`src/rtl/rv32i_types.sv`:
```
// Shared RV32I pipeline types: opcodes, funct3 codes, the inter-stage packet and
// the memory-stage FSM/format encodings.
package rv32i_types;

    typedef enum logic [6:0] {
        OpLui   = 7'b0110111,
        OpAuipc = 7'b0010111,
        OpJal   = 7'b1101111,
        OpJalr  = 7'b1100111,
        OpBr    = 7'b1100011,
        OpLoad  = 7'b0000011,
        OpStore = 7'b0100011,
        OpImm   = 7'b0010011,
        OpReg   = 7'b0110011
    } rv32i_opcode;

    typedef enum logic [2:0] {
        Lb  = 3'b000,
        Lh  = 3'b001,
        Lw  = 3'b010,
        Lbu = 3'b100,
        Lhu = 3'b101
    } load_funct3_t;

    typedef enum logic [2:0] {
        Sb = 3'b000,
        Sh = 3'b001,
        Sw = 3'b010
    } store_funct3_t;

    typedef enum logic [1:0] {StIdle, StWait, StDone} mem_state_t;

    typedef enum logic [2:0] {FmtB, FmtBu, FmtH, FmtHu, FmtW} mem_fmt_t;

    typedef struct packed {
        logic       valid;
        logic [6:0] opcode;
        logic [2:0] funct3;
    } rv32i_ctrl_t;

    typedef struct packed {
        logic [31:0] alu_out;
        logic [31:0] rs2_out;
        logic [31:0] mem_rdata;
    } rv32i_data_t;

    typedef struct packed {
        rv32i_ctrl_t ctrl;
        rv32i_data_t data;
    } rv32i_packet_t;

    // Store funct3 codes share the low two bits with the load codes.
    function automatic mem_fmt_t fmt_of(input logic [2:0] funct3);
        case (funct3)
            Lb:      return FmtB;
            Lbu:     return FmtBu;
            Lh:      return FmtH;
            Lhu:     return FmtHu;
            default: return FmtW;
        endcase
    endfunction

    function automatic logic misaligned(input mem_fmt_t fmt, input logic [1:0] offset);
        case (fmt)
            FmtH, FmtHu: return offset[0];
            FmtW:        return offset != 2'b00;
            default:     return 1'b0;
        endcase
    endfunction

endpackage

```
`src/rtl/mem_align.sv`:
```
// Combinational lane logic: store byte enables / replicated store data, and
// load byte/half/word extraction with sign or zero extension.
module mem_align
    import rv32i_types::*;
(
    input  mem_fmt_t    fmt_i,
    input  logic [1:0]  offset_i,
    input  logic [31:0] store_data_i,
    input  logic [31:0] load_word_i,
    output logic [3:0]  store_mbe_o,
    output logic [31:0] store_wdata_o,
    output logic [31:0] load_data_o
);

    logic [31:0] shifted;

    assign shifted = load_word_i >> {offset_i, 3'b000};

    always_comb begin
        store_mbe_o   = 4'b1111;
        store_wdata_o = store_data_i;
        load_data_o   = shifted;
        case (fmt_i)
            FmtB: begin
                store_mbe_o   = 4'b0001 << offset_i;
                store_wdata_o = {4{store_data_i[7:0]}};
                load_data_o   = {{24{shifted[7]}}, shifted[7:0]};
            end
            FmtBu: begin
                store_mbe_o   = 4'b0001 << offset_i;
                store_wdata_o = {4{store_data_i[7:0]}};
                load_data_o   = {24'h0, shifted[7:0]};
            end
            FmtH: begin
                store_mbe_o   = 4'b0011 << offset_i;
                store_wdata_o = {2{store_data_i[15:0]}};
                load_data_o   = {{16{shifted[15]}}, shifted[15:0]};
            end
            FmtHu: begin
                store_mbe_o   = 4'b0011 << offset_i;
                store_wdata_o = {2{store_data_i[15:0]}};
                load_data_o   = {16'h0, shifted[15:0]};
            end
            default: ;
        endcase
    end

endmodule

```
`src/rtl/mem_stage.sv`:
```
// RV32I memory stage: EX/MEM register, data-memory handshake FSM and load formatting.
// Optional MEM_MISALIGN_TRAP_EN suppresses misaligned accesses and flags them.
module mem_stage
    import rv32i_types::*;
(
    input  logic          clk,
    input  logic          rst,
    input  rv32i_packet_t packet_in,
    input  logic          stall_in,
    output logic          dmem_read,
    output logic          dmem_write,
    output logic [31:0]   dmem_address,
    output logic [3:0]    dmem_mbe,
    output logic [31:0]   dmem_wdata,
    input  logic [31:0]   dmem_rdata,
    input  logic          dmem_resp,
    output logic [31:0]   from_exmem,
    output logic          stall_out,
    output logic          misalign,
    output rv32i_packet_t packet_out
);

    rv32i_packet_t exmem_q;
    mem_state_t    state_q;
    logic [31:0]   rdata_buf_q;

    logic        is_load, is_store, mem_op, req, resp_ok;
    logic [1:0]  offset;
    mem_fmt_t    fmt;
    logic [3:0]  store_mbe;
    logic [31:0] store_wdata, load_src, load_data;

    assign is_load  = exmem_q.ctrl.valid && (exmem_q.ctrl.opcode == OpLoad);
    assign is_store = exmem_q.ctrl.valid && (exmem_q.ctrl.opcode == OpStore);
    assign offset   = exmem_q.data.alu_out[1:0];
    assign fmt      = fmt_of(exmem_q.ctrl.funct3);

`ifdef MEM_MISALIGN_TRAP_EN
    assign misalign = (is_load || is_store) && misaligned(fmt, offset);
`else
    assign misalign = 1'b0;
`endif

    assign mem_op    = (is_load || is_store) && !misalign;
    assign req       = mem_op && (state_q != StDone);
    // Responses are only meaningful while a request is actually on the port.
    assign resp_ok   = dmem_resp && req;
    assign stall_out = req && !dmem_resp;

    assign dmem_read    = req && is_load;
    assign dmem_write   = req && is_store;
    assign dmem_address = {exmem_q.data.alu_out[31:2], 2'b00};
    assign dmem_mbe     = dmem_read ? 4'b1111 : (dmem_write ? store_mbe : 4'b0000);
    assign dmem_wdata   = dmem_write ? store_wdata : 32'h0;
    assign from_exmem   = exmem_q.data.alu_out;

    assign load_src = (state_q == StDone) ? rdata_buf_q : dmem_rdata;

    mem_align u_mem_align (
        .fmt_i        (fmt),
        .offset_i     (offset),
        .store_data_i (exmem_q.data.rs2_out),
        .load_word_i  (load_src),
        .store_mbe_o  (store_mbe),
        .store_wdata_o(store_wdata),
        .load_data_o  (load_data)
    );

    always_comb begin
        packet_out                = exmem_q;
        packet_out.ctrl.valid     = exmem_q.ctrl.valid && !misalign;
        packet_out.data.mem_rdata = is_load ? load_data : 32'h0;
    end

    always_ff @(posedge clk or negedge rst) begin
        if (!rst) begin
            exmem_q     <= '0;
            rdata_buf_q <= 32'h0;
        end else begin
            if (!stall_in && !stall_out) exmem_q <= packet_in;
            if (resp_ok) rdata_buf_q <= dmem_rdata;
        end
    end

    always_ff @(posedge clk or negedge rst) begin
        if (!rst) begin
            state_q <= StIdle;
        end else begin
            case (state_q)
                StIdle: begin
                    if (mem_op) begin
                        if (!dmem_resp) state_q <= StWait;
                        else if (stall_in) state_q <= StDone;
                    end
                end
                StWait:  if (dmem_resp) state_q <= stall_in ? StDone : StIdle;
                StDone:  if (!stall_in) state_q <= StIdle;
                default: state_q <= StIdle;
            endcase
        end
    end

endmodule

```
`config.mk`:
```
export PLATFORM = sky130hd
export DESIGN_NAME = mem_stage
export DESIGN_NICKNAME = d
export VERILOG_FILES = /design/src/rtl/rv32i_types.sv /design/src/rtl/mem_align.sv /design/src/rtl/mem_stage.sv
export SDC_FILE = /design/constraint.sdc
export NUM_CORES = 1
export LEC_CHECK = 0
export CAP_MARGIN = 30
export CORE_MARGIN = 5
export CORE_UTILIZATION = 35
export DETAILED_ROUTE_END_ITERATION = 10
export HOLD_SLACK_MARGIN = 0.1
export PLACE_DENSITY = 0.77
export SYNTH_ARGS = -nofsm -noshare
export SYNTH_HDL_FRONTEND = slang
export SYNTH_SLANG_ARGS = --single-unit
```
`constraint.sdc`:
```
create_clock -name clk -period 1.82 [get_ports clk]
set_input_delay 0.182 -clock clk [delete_from_list [all_inputs] [get_ports clk]]
set_output_delay 0.182 -clock clk [all_outputs]
set_load 0.005 [all_outputs]
```
==> impl_metrics.json, run 1 <==
{
  "num-nonclk-inverters": 4,
  "fa_ha_area_share_pct": 0,
  "yosys-top-cells-area": "dfrtp_1 44%, mux2_2 19%, mux2i_1 11%, buf_4 7.8%, nor2_1 2.8%",
  "comb_share_pct": 31.0,
  "nNonClkBuffers": 438,
  "worstSetupStartpoint": "packet_out[103]$_DFFE_PN0P_",
  "taps": 225,
  "maxCapViolations": 0,
  "setup_slack_ns": -0.635,
  "fp_util_pct": 35.9,
  "seq_share_pct": 24.4,
  "status": "finished with violations",
  "grt_max_degree": 36,
  "r2r_cells": 10,
  "yosys-top-cells-count": "109 x dfrtp_1, 104 x mux2_2, 69 x mux2i_1",
  "cts_resized": 381,
  "hold_buffers": 1,
  "edf_count": 0,
  "crit_cells": 8,
  "holdWs_ns": 0.329,
  "nMultiInputCombCells": 364,
  "via_count": 5829,
  "clk_share_pct": 2.63,
  "ys_sh_xor_pct": 0,
  "cts_tree": "built",
  "setup_viol": 178,
  "core_area_um2": 17400,
  "fin_util_pct": 64.2,
  "met2_length_um": 12100,
  "violations": "setup timing",
  "port_buffers": 318,
  "netlist_instances": 576,
  "aoi_share_pct": 6.59,
  "p_int_mw": 5.19,
  "yosys_cells": 576,
  "wl_met1_um": 9730
}
[run 1: placed cells by master, fill, tap and decap left out, drive strengths merged, types with 2 or more instances in the layout]
cell,netlist,routed
nand3,2,2
clkinvlp,0,2
conb,1,3
nand2b,3,3
buf,86,181
clkbuf,15,12
o31ai,2,2
inv,4,6
nor3,2,2
a31oi,20,20
clkdlybuf4s50,0,246
clkdlybuf4s15,0,9
nor2b,4,4
nand2,37,37
mux2i,69,69
nor2,47,47
o21ai,10,10
and2,9,9
a21oi,29,29
dfrtp,109,109
mux2,104,104
or2,10,10
o22ai,6,6
[run 1: registers in the layout (all words and copies together), names as in the netlist]
signal,cells
packet_out,43
rdata_buf_q,32
state_q,2
from_exmem,32
### Close-up of the layout, run 1

The bar under the picture is 20 um long. Region (11, 11) to (61, 61) um. Cells in grey, sequential cells in the stronger grey; small squares are vias.
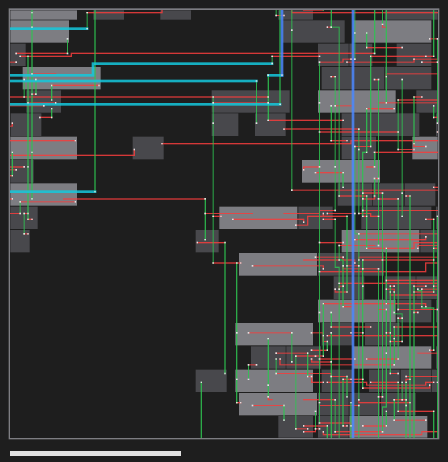
cyan -> metal 3
green -> metal 2
blue -> metal 4
red -> metal 1
cells with their middle in the window = 60
most frequent = mux2_2 (16), dfrtp_1 (16)
sequential cells in the window = 16
netlist names of flops here include = rdata_buf_q (12), from_exmem (4)

### Wiring heat map, run 1

The bar under the picture is 50 um long. The die is cut into 29 by 29 equal tiles; black is low, pale yellow is high, scaled to the fullest tile. Values are wire area over tile area, all layers added.
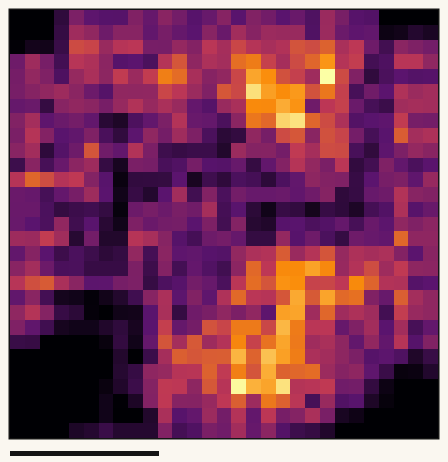
emptiest ninth of the die = south-west
tiles over half the peak = 16%
mean over tiles = 0.19

### Cell classes on the final placement, run 1

Fill, decap, tap and diode cells in grey.
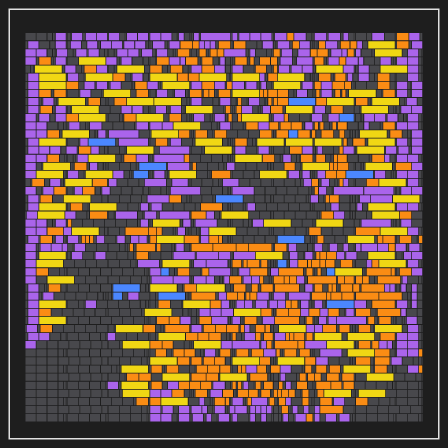
blue -> clock drivers and dummy loads  # cells 16
purple -> remaining buffers and delay cells  # cells 438
orange -> combinational and other logic  # cells 368
yellow -> sequential cells  # cells 109

## Run 2: what changed since run 1
--- a/config.mk
+++ b/config.mk
@@ -10,7 +10,7 @@
 export CORE_UTILIZATION = 35
 export DETAILED_ROUTE_END_ITERATION = 10
 export HOLD_SLACK_MARGIN = 0.1
-export PLACE_DENSITY = 0.77
+export PLACE_DENSITY = 0.81
 export SYNTH_ARGS = -nofsm -noshare
 export SYNTH_HDL_FRONTEND = slang
 export SYNTH_SLANG_ARGS = --single-unit
==> run 2 against run 1 <==
  * Cell area shrank 0.36%
  * Largest cell class unchanged
  * Worst hold slack lost 0.13 ns
  * Synthesized area is the same
  * Clock-buffer cell count shrank 2
  * Sequential power is essentially flat
  * Utilization shrank 0.23 points
  * Wire length grew 2.6%
  * Global-route usage shrank 0.61 points
  * Clock skew shrank 0.00070 ns
  * Combinational power is essentially flat
  * The flow still finishes with violations (setup timing)
  * Non-clock buffer count shrank 7
  * Critical path depth is the same
==> impl_metrics.json, run 2 <==
{
  "cts.htree.levels": 3,
  "grt_pass1_vias": 5954,
  "synth.most_common_cell": "dfrtp_1",
  "swShare_pct": 29.5,
  "ys_seq_elements": 109,
  "yosys_cells": 576,
  "drive_gt1_share_pct": 44.3,
  "top_layer": "met5",
  "fin_tns_setup_ns": -93.83,
  "clkLatencyLatePin_ns": 0.35,
  "clk_pin_slew_ns": 0.08,
  "fp_util_pct": 35.9,
  "yosys_area_um2": 6250,
  "ff_latch_area_um2": 2730,
  "cts_tree": "built",
  "skew_ns": 0.00870,
  "lay_top_cells": "246 x clkdlybuf4s50_1, 105 x dfrtp_1, 98 x mux2_2, 56 x mux2i_1",
  "powerComb_mw": 2.35,
  "status": "finished with violations",
  "met2_length_um": 12500,
  "yosysTopAreaCell": "dfrtp_1",
  "critical_path_class": "register to output port",
  "holdWs_ns": 0.197,
  "grtUsageMet1_pct": 27.1,
  "p_int_mw": 5.26,
  "use_met2_pct": 36.6,
  "fp.dieArea_um2": 20600,
  "critPathMaxFanout": 6,
  "die_h_um": 144,
  "slowest_stage": "or4b_4",
  "yosys-top-cells-area": "dfrtp_1 44%, mux2_2 19%, mux2i_1 11%, buf_4 7.8%, nor2_1 2.8%",
  "synth-async-reset-ratio_pct": 100,
  "mostFrequentLayoutCell": "clkdlybuf4s50_1",
  "clock_power_share_pct": 28.3,
  "io_pins": 354,
  "overflow": 0,
  "grtUsageTotal_pct": 21.8,
  "ant_nets": 0,
  "syn_area_um2": 6250,
  "setup_viol": 180,
  "fin_util_pct": 64.0,
  "fa_ha_area_share_pct": 0,
  "crit_cells": 8,
  "edf_count": 0,
  "cts-buffers-inserted": 9,
  "wl_met1_um": 9710,
  "critical_path.endpoint": "dmem_wdata[20]",
  "clock.fmax_ghz": 0.390,
  "seq_share_pct": 24.5,
  "ys_sh_xor_pct": 0,
  "drv_slew": 0,
  "via_count": 5981,
  "grt_max_degree": 62,
  "maxCapViolations": 0,
  "top_logic_kind": "multiplexers",
  "violations": "setup timing",
  "worstSetupStartpoint": "packet_out[103]$_DFFE_PN0P_",
  "placedCellCount": 1086,
  "worst-path-buf-inv": 4,
  "antenna_found_initial": 1,
  "post-route-min-period_ns": 2.56,
  "dieWidth_um": 144,
  "largest_reg_flops": 43,
  "yosys-top-cells-count": "109 x dfrtp_1, 104 x mux2_2, 69 x mux2i_1",
  "cts.sinks": 109,
  "p_seq_share_pct": 40.2,
  "taps": 225,
  "grt_util_met3_pct": 5.72,
  "netlist_instances": 576,
  "num-nonclk-inverters": 5,
  "nNonClkBuffers": 431,
  "warnings": 61,
  "r2r_cells": 9,
  "busiest_layer": "met2",
  "dpl.hpwl_um": 16900,
  "aoi_share_pct": 6.59,
  "nMultiInputCombCells": 365,
  "clockRootBuffer": "clkbuf_16",
  "hp-class": "primary input to async pin",
  "area_share_nonclk_buffers_pct": 38.7,
  "port_buffers": 318,
  "comb_share_pct": 31.2,
  "p_per_area_nw_per_um2": 669,
  "clk_share_pct": 2.81,
  "setup_slack_ns": -0.742
}
==> run 2: worst min path at each step <==
stage	startpoint	to	slack [ns]	depth (start not counted)
3_5_place_dp	rst	rdata_buf_q[4]$_DFFE_PN0P_	0.02	1
6_report	rst	rdata_buf_q[10]$_DFFE_PN0P_	0.20	2
4_1_cts	rst	rdata_buf_q[4]$_DFFE_PN0P_	0.18	2
3_3_place_gp	rst	rdata_buf_q[4]$_DFFE_PN0P_	0.02	1
2_1_floorplan	rst	from_exmem[0]$_DFFE_PN0P_	-0.11	0
5_1_grt	rst	rdata_buf_q[10]$_DFFE_PN0P_	0.19	2
==> run 2: what timing repair did <==
item,4_1_cts,5_1_grt
endpoints found under the setup margin,181,184
hold buffers,1,0
hold endpoints to repair,109,0
pin swaps,20,19
setup buffers,23,12
resized,354,138
gates cloned,14,6
### Placement view, run 2

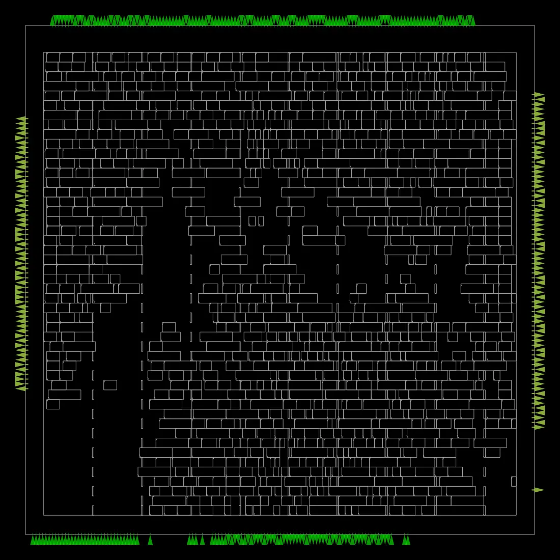
Core ar.: 17400 um^2
Rows: 48
Finished Layout Cells: 1151
sequential cell count: 109

### Cell classes on the final placement, run 2

Fill, decap, tap and diode cells in grey.
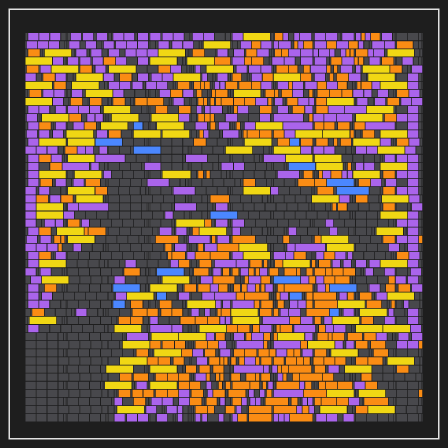
yellow -> sequential cells  # cells 109
orange -> combinational and other logic  # cells 370
purple -> remaining buffers and delay cells  # cells 431
blue -> clock drivers and dummy loads  # cells 16

### Sequential cells coloured by netlist name, run 2

Other sequential cells in the stronger grey, the rest of the logic in the fainter grey.
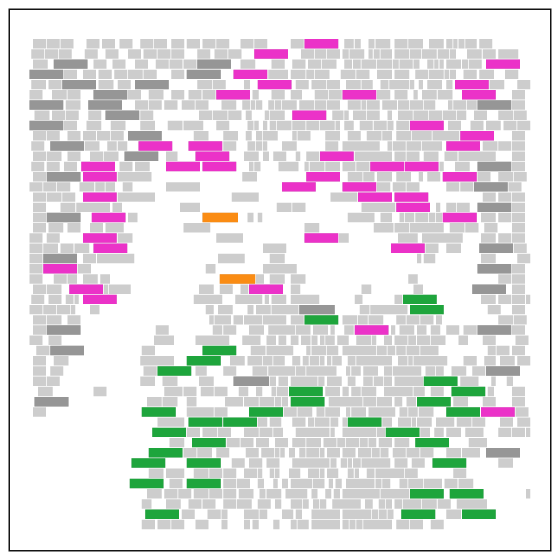
green -> rdata_buf_q  # flops 32
magenta -> packet_out  # flops 43
orange -> state_q  # flops 2
not coloured = 32

Power figures rest on the tool's default switching activity, not on a simulated workload.
